## config.mk

```make
export PLATFORM = sky130hd
export DESIGN_NAME = rr_arbiter
export DESIGN_NICKNAME = d
export VERILOG_FILES = /design/src/rtl/rr_arbiter.sv
export SDC_FILE = /design/constraint.sdc
export NUM_CORES = 1
export LEC_CHECK = 0
export CAP_MARGIN = 20
export CORE_MARGIN = 3
export CORE_UTILIZATION = 25
export CTS_CLUSTER_DIAMETER = 50
export DETAILED_ROUTE_END_ITERATION = 10
export PLACE_DENSITY = 0.51
export SYNTH_ARGS = -nofsm -noshare
export SYNTH_HDL_FRONTEND = slang
export SYNTH_SLANG_ARGS = --single-unit
```

## constraint.sdc

```tcl
create_clock -name clk -period 4.8 [get_ports clk]
set_clock_uncertainty 0.2 [all_clocks]
set_input_delay 0.48 -clock clk [delete_from_list [all_inputs] [get_ports clk]]
set_output_delay 0.48 -clock clk [all_outputs]
set_load 0.05 [all_outputs]
```

## src/rtl/rr_arbiter.sv

```systemverilog
// rr_arbiter: N-way arbiter with a registered one-hot grant.
// Round-robin or fixed priority; a held grant is bounded by MAX_HOLD.
//   clk         system clock, rising edge
//   reset       synchronous, active-high
//   req         level-sensitive request vector, one bit per requester
//   grant       registered one-hot grant, zero when idle
//   grant_valid high when any grant bit is set
//   grant_idx   binary index of the granted requester, zero when idle
module rr_arbiter #(
    parameter int N         = 8,
    parameter int MAX_HOLD  = 16,
    parameter bit FIXED_PRI = 1'b0
) (
    input  logic                 clk,
    input  logic                 reset,
    input  logic [N-1:0]         req,
    output logic [N-1:0]         grant,
    output logic                 grant_valid,
    output logic [$clog2(N)-1:0] grant_idx
);

    localparam int IW = $clog2(N);
    localparam int HW = $clog2(MAX_HOLD) + 1;
    localparam logic [HW-1:0] HOLD_LAST =
        HW'((MAX_HOLD > 0) ? MAX_HOLD - 1 : 0);
    localparam logic [IW-1:0] LAST_IDX = IW'(N - 1);
    localparam logic [N-1:0]  ONE      = N'(1);

    typedef enum logic {
        IDLE,
        GRANT
    } state_t;

    state_t        state;
    logic [HW-1:0] hold_cnt;
    logic [IW-1:0] ptr;

    logic [N-1:0]  cand;
    logic [IW-1:0] start;
    logic [IW-1:0] idx;
    logic [IW-1:0] win;
    logic          found;
    logic          owner_req;
    logic          others;
    logic          at_limit;
    logic          expired;

    assign owner_req = |(req & grant);
    assign others    = |(req & ~grant);
    assign at_limit  = (MAX_HOLD != 0) && (hold_cnt == HOLD_LAST);
    assign expired   = at_limit && others;

    // Masking the current owner is harmless on release (its bit is
    // already low) and in IDLE (grant is zero), so one candidate set
    // serves every arbitration case.
    assign cand  = req & ~grant;
    assign start = FIXED_PRI ? '0 : ptr;

    // Circular search from start; the index wraps by compare so that
    // non-power-of-two N never reaches an unused code.
    always_comb begin
        found = 1'b0;
        win   = '0;
        idx   = start;
        for (int i = 0; i < N; i++) begin
            if (!found && cand[idx]) begin
                found = 1'b1;
                win   = idx;
            end
            idx = (idx == LAST_IDX) ? '0 : idx + 1'b1;
        end
    end

    always_ff @(posedge clk) begin
        if (reset) begin
            state       <= IDLE;
            grant       <= '0;
            grant_valid <= 1'b0;
            grant_idx   <= '0;
            hold_cnt    <= '0;
            ptr         <= '0;
        end else begin
            unique case (state)
                IDLE: begin
                    if (found) begin
                        state       <= GRANT;
                        grant       <= ONE << win;
                        grant_valid <= 1'b1;
                        grant_idx   <= win;
                        hold_cnt    <= '0;
                        ptr         <= (win == LAST_IDX) ? '0 : win + 1'b1;
                    end
                end
                GRANT: begin
                    if ((!owner_req || expired) && found) begin
                        grant       <= ONE << win;
                        grant_valid <= 1'b1;
                        grant_idx   <= win;
                        hold_cnt    <= '0;
                        ptr         <= (win == LAST_IDX) ? '0 : win + 1'b1;
                    end else if (!owner_req) begin
                        state       <= IDLE;
                        grant       <= '0;
                        grant_valid <= 1'b0;
                        grant_idx   <= '0;
                        hold_cnt    <= '0;
                    end else if (MAX_HOLD == 0 || at_limit) begin
                        // Lone owner at the limit keeps the grant and
                        // starts a fresh hold window.
                        hold_cnt    <= '0;
                    end else begin
                        hold_cnt    <= hold_cnt + 1'b1;
                    end
                end
                default: begin
                    state <= IDLE;
                end
            endcase
        end
    end

endmodule

```

**Port wiring**

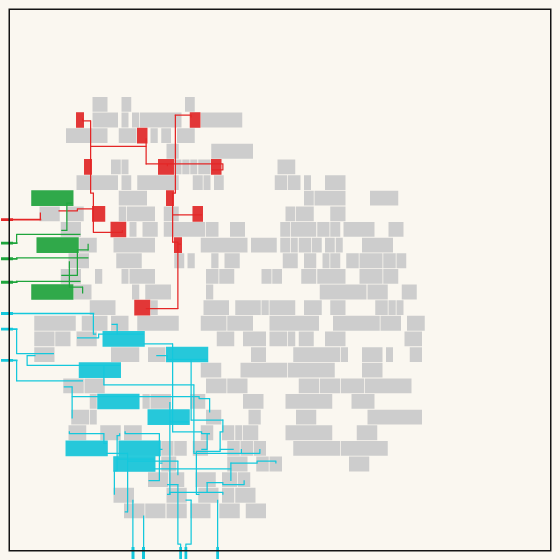
Key: grant_idx = green [bits 3, direction output, edge left, end cells 3, buffers 3, wire 62.8 um]; grant = cyan [bits 8, direction output, edge 5 bottom, 3 left, end cells 8, buffers 8, wire 412 um]; reset = red [bits 1, direction input, edge left, end cells 12, buffers 1, wire 119 um]
number of port buffers: 21
Top Ports: 22

**Routed metal per tile**

Scale bar: 20 um. 19 x 19 tiles, from dark purple (low) to yellow (high), scaled to the fullest tile. Values are wire area over tile area, all layers added.
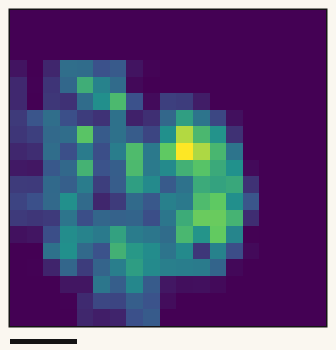
The emptiest ninth of the die: upper right. The fullest tile reaches 0.50. 9.4% of the tiles are over half the peak.

**Track usage over the die**

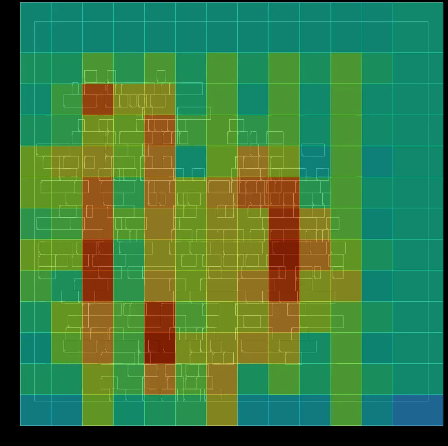
all-layer global routing usage: 11.9%
global-route met1 utilization: 16.8%
GRT met3 Usage: 1.20%
Util after Layout: 31.5%

**Sizing map**

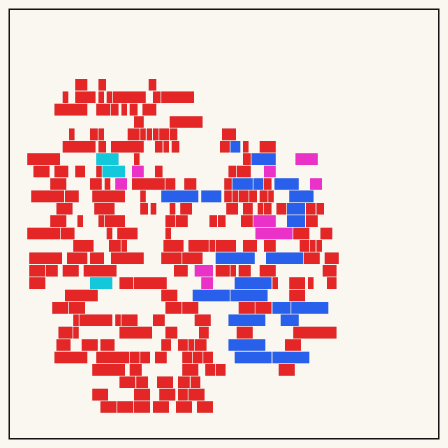
Key: _6 and larger = cyan [cells 3, most used clkbuf_8]; _0 and _1 cells = red [cells 192]; _2 cells = blue [cells 22, most used mux4_2]; _3 and _4 cells = magenta [cells 9, most used buf_4]

==> reports/notes.md <==
Of the total standard cell area in the layout, the multi-input combinational portion is 62.8%. A synthesized cell averages 9.57 sq um. According to the timing report, the arrival time at the worst endpoint equals 4.11 ns. Per the synthesis report, the XOR/XNOR share of the synthesized area is 2.59%.

Per the hold report, the tightest min-delay path originates at grant_valid. The multi-input combinational cells in the finished layout cover a total of 1460 sq um. The mapped netlist covers 1930 sq um. The final total negative setup slack is 0 ns, and the TritonCTS sink count is 21. The buffering overhead is 10.7%. The root buffer cell chosen for the clock tree is sky130_fd_sc_hd__clkbuf_8.

Largest register by flop count: grant. The worst setup path endpoint was ptr[2]. The number of antenna violations at the first check in global routing is 0, and the maximum buffer depth of the clock tree is 2. For reference, the placement row count at floorplan is 31.

The number of vias after detailed routing was 1728. The horizontal die dimension is 93.9 um. The total area inside the core boundary comes to 7370 sq um. Routed wire length on met3: 108 um. Per the post-synthesis report, the number of cells in the design is 202. The final cell count without fillers was 325. The first global-routing pass estimated 8510 um of wire. Summed over all nets, wire length on met2 after detailed routing comes to 2280 um.

Share of the synthesized area in the top cell type: 21.7%. Entering global routing, the biggest net connects 18 pins. The share of synthesized registers carrying an async set or reset was 0%; the area growth from synthesis to final layout was 19.9%. The register with the most flip-flops in the layout has 8 of them.

The final critical path takes up 86.1% of the cycle. The multiplexer area fraction after synthesis is 23.2%, and the setup slack of the worst register-to-register path is 0.67 ns. The post-synth count of flops with an enable pin is 0. The tools report the summed standard-cell area reported by yosys as 1930 sq um.

Endpoint of the worst-slack reg-to-reg timing path: ptr[2]. Detailed placement ended at an HPWL of 3910 um. After layout, the inverter instance count without clock inverters stands at 7.

Once synthesis finished, the tally of register bits stood at 21. The design has 21 sequential cells. The ratio of routed vias to standard cells came out at 5.32. For this run, the register share of the synthesized area comes to 21.7%.

STA shows the worst min-delay path finishing at grant_valid. The run gives 0.804 for the routability congestion estimate. Data on the critical path is required at its endpoint by 4.77 ns. Traced cell by cell, the critical path runs through ha_1 > ha_1 > nor2_4 > mux2_2 > mux4_2 > or4b_4 > o211ai_1 > o22ai_1 > inv_1 > ha_1 > ha_1 > a211oi_1. The number of non-clock buffers came out at 26. In the post-synthesis netlist, the biggest area contributors are sky130_fd_sc_hd__dfxtp_1, sky130_fd_sc_hd__mux4_2, sky130_fd_sc_hd__ha_1. The y dimension of the die works out to 93.9 um.

The run gives 0 for the number of hold violations in the final report. At the end of the flow, the number of nets in the layout was 248. In this run the remaining antenna-violating nets after routing total 0. Among the non-sequential cells, multiplexers take the most area. Hold repair after CTS inserted 0 buffers. The worst-case hold slack came out at 0.259 ns. The flow ran to the end, and the final reports show no timing, DRC or antenna violations. The critical path's slowest stage uses the library cell sky130_fd_sc_hd__mux4_2. The violation count after the first detailed-route iteration came out at 130.

The tools report the worst slew slack as a fraction of its limit as 53.4%. The routed design could run at a clock period as short as 4.13 ns. The slew at the pin closest to its max-slew limit is 0.690 ns.

The critical path's largest stage delay came out at 0.57 ns. Checking hold timing, the worst path is listed with class reg -> reg. The run gives 0 for the number of antenna cells inserted. Per the cell usage report, the commonest logic cells after layout are sky130_fd_sc_hd__dfxtp_1, sky130_fd_sc_hd__clkdlybuf4s50_1, sky130_fd_sc_hd__nor2_1.

The total overflow left after global routing is 0. Per the detail_route report, DRC violations left total 0. The pre-CTS setup slack is 0.681 ns, and the final non-filler cell area is 2320 sq um.

The critical path class was reg -> reg. The largest registers in the layout are grant x8, hold_cnt x5. Per STA, the worst path accumulates the most delay in the family multiplexers.

The number of tap cells added at floorplan is 99. Cell occurring most often along the worst timing path: sky130_fd_sc_hd__ha_1.

The yosys synthesis warning count was 0; the number of distinct standard cells referenced by the synthesized netlist was 56. The run gives 18.1% for the sequential cell area share. The run gives 7.12% for the arithmetic-cell share of the synthesized area counting full adders, half adders and majority gates.

The area-dominant cell class after layout was combinational gates. Multi-input logic cell count: 168. The synthesized netlist was found by Yosys to have 202 cells.

The run gives 1 for the worst hold path cell count. The depth of the worst register-to-register path came out at 12. For the overall chip area, the log shows 8820 sq um.

STA classifies the critical path startpoint as a register. The run gives 1669 for the number of global-route vias before repair. The number of buffer and inverter stages on the critical path works out to 1. Looking at the critical path, the highest net fanout was 17.

The share of the core area taken by cells at floorplan is 26.2%. The tools report the start point of the critical path as ptr[0]. The prevailing post-synth register cell was sky130_fd_sc_hd__dfxtp_1. sky130_fd_sc_hd__dfxtp_1 is the most common cell in the netlist. The maximum frequency from static timing analysis is 242 MHz. With the count of maximum capacitance violations at 0, the synthesized-area fraction occupied by and/or/nand/nor cells is 21.0%. Summing over the stages, the warning tally comes to 32. When the netlist entered floorplanning its net count stood at 223.

The run gives 0.26 ns as the clock network latency to the later pin of the worst-skew pair.
-- worst reg2reg max path, cell delays in order (launching register included) --
cell	delay, ns
sky130_fd_sc_hd__dfxtp_1	0.39
sky130_fd_sc_hd__ha_1	0.24
sky130_fd_sc_hd__ha_1	0.20
sky130_fd_sc_hd__nor2_4	0.43
sky130_fd_sc_hd__mux2_2	0.44
sky130_fd_sc_hd__mux4_2	0.57
sky130_fd_sc_hd__or4b_4	0.27
sky130_fd_sc_hd__o211ai_1	0.08
sky130_fd_sc_hd__o22ai_1	0.35
sky130_fd_sc_hd__inv_1	0.16
sky130_fd_sc_hd__ha_1	0.25
sky130_fd_sc_hd__ha_1	0.29
sky130_fd_sc_hd__a211oi_1	0.18
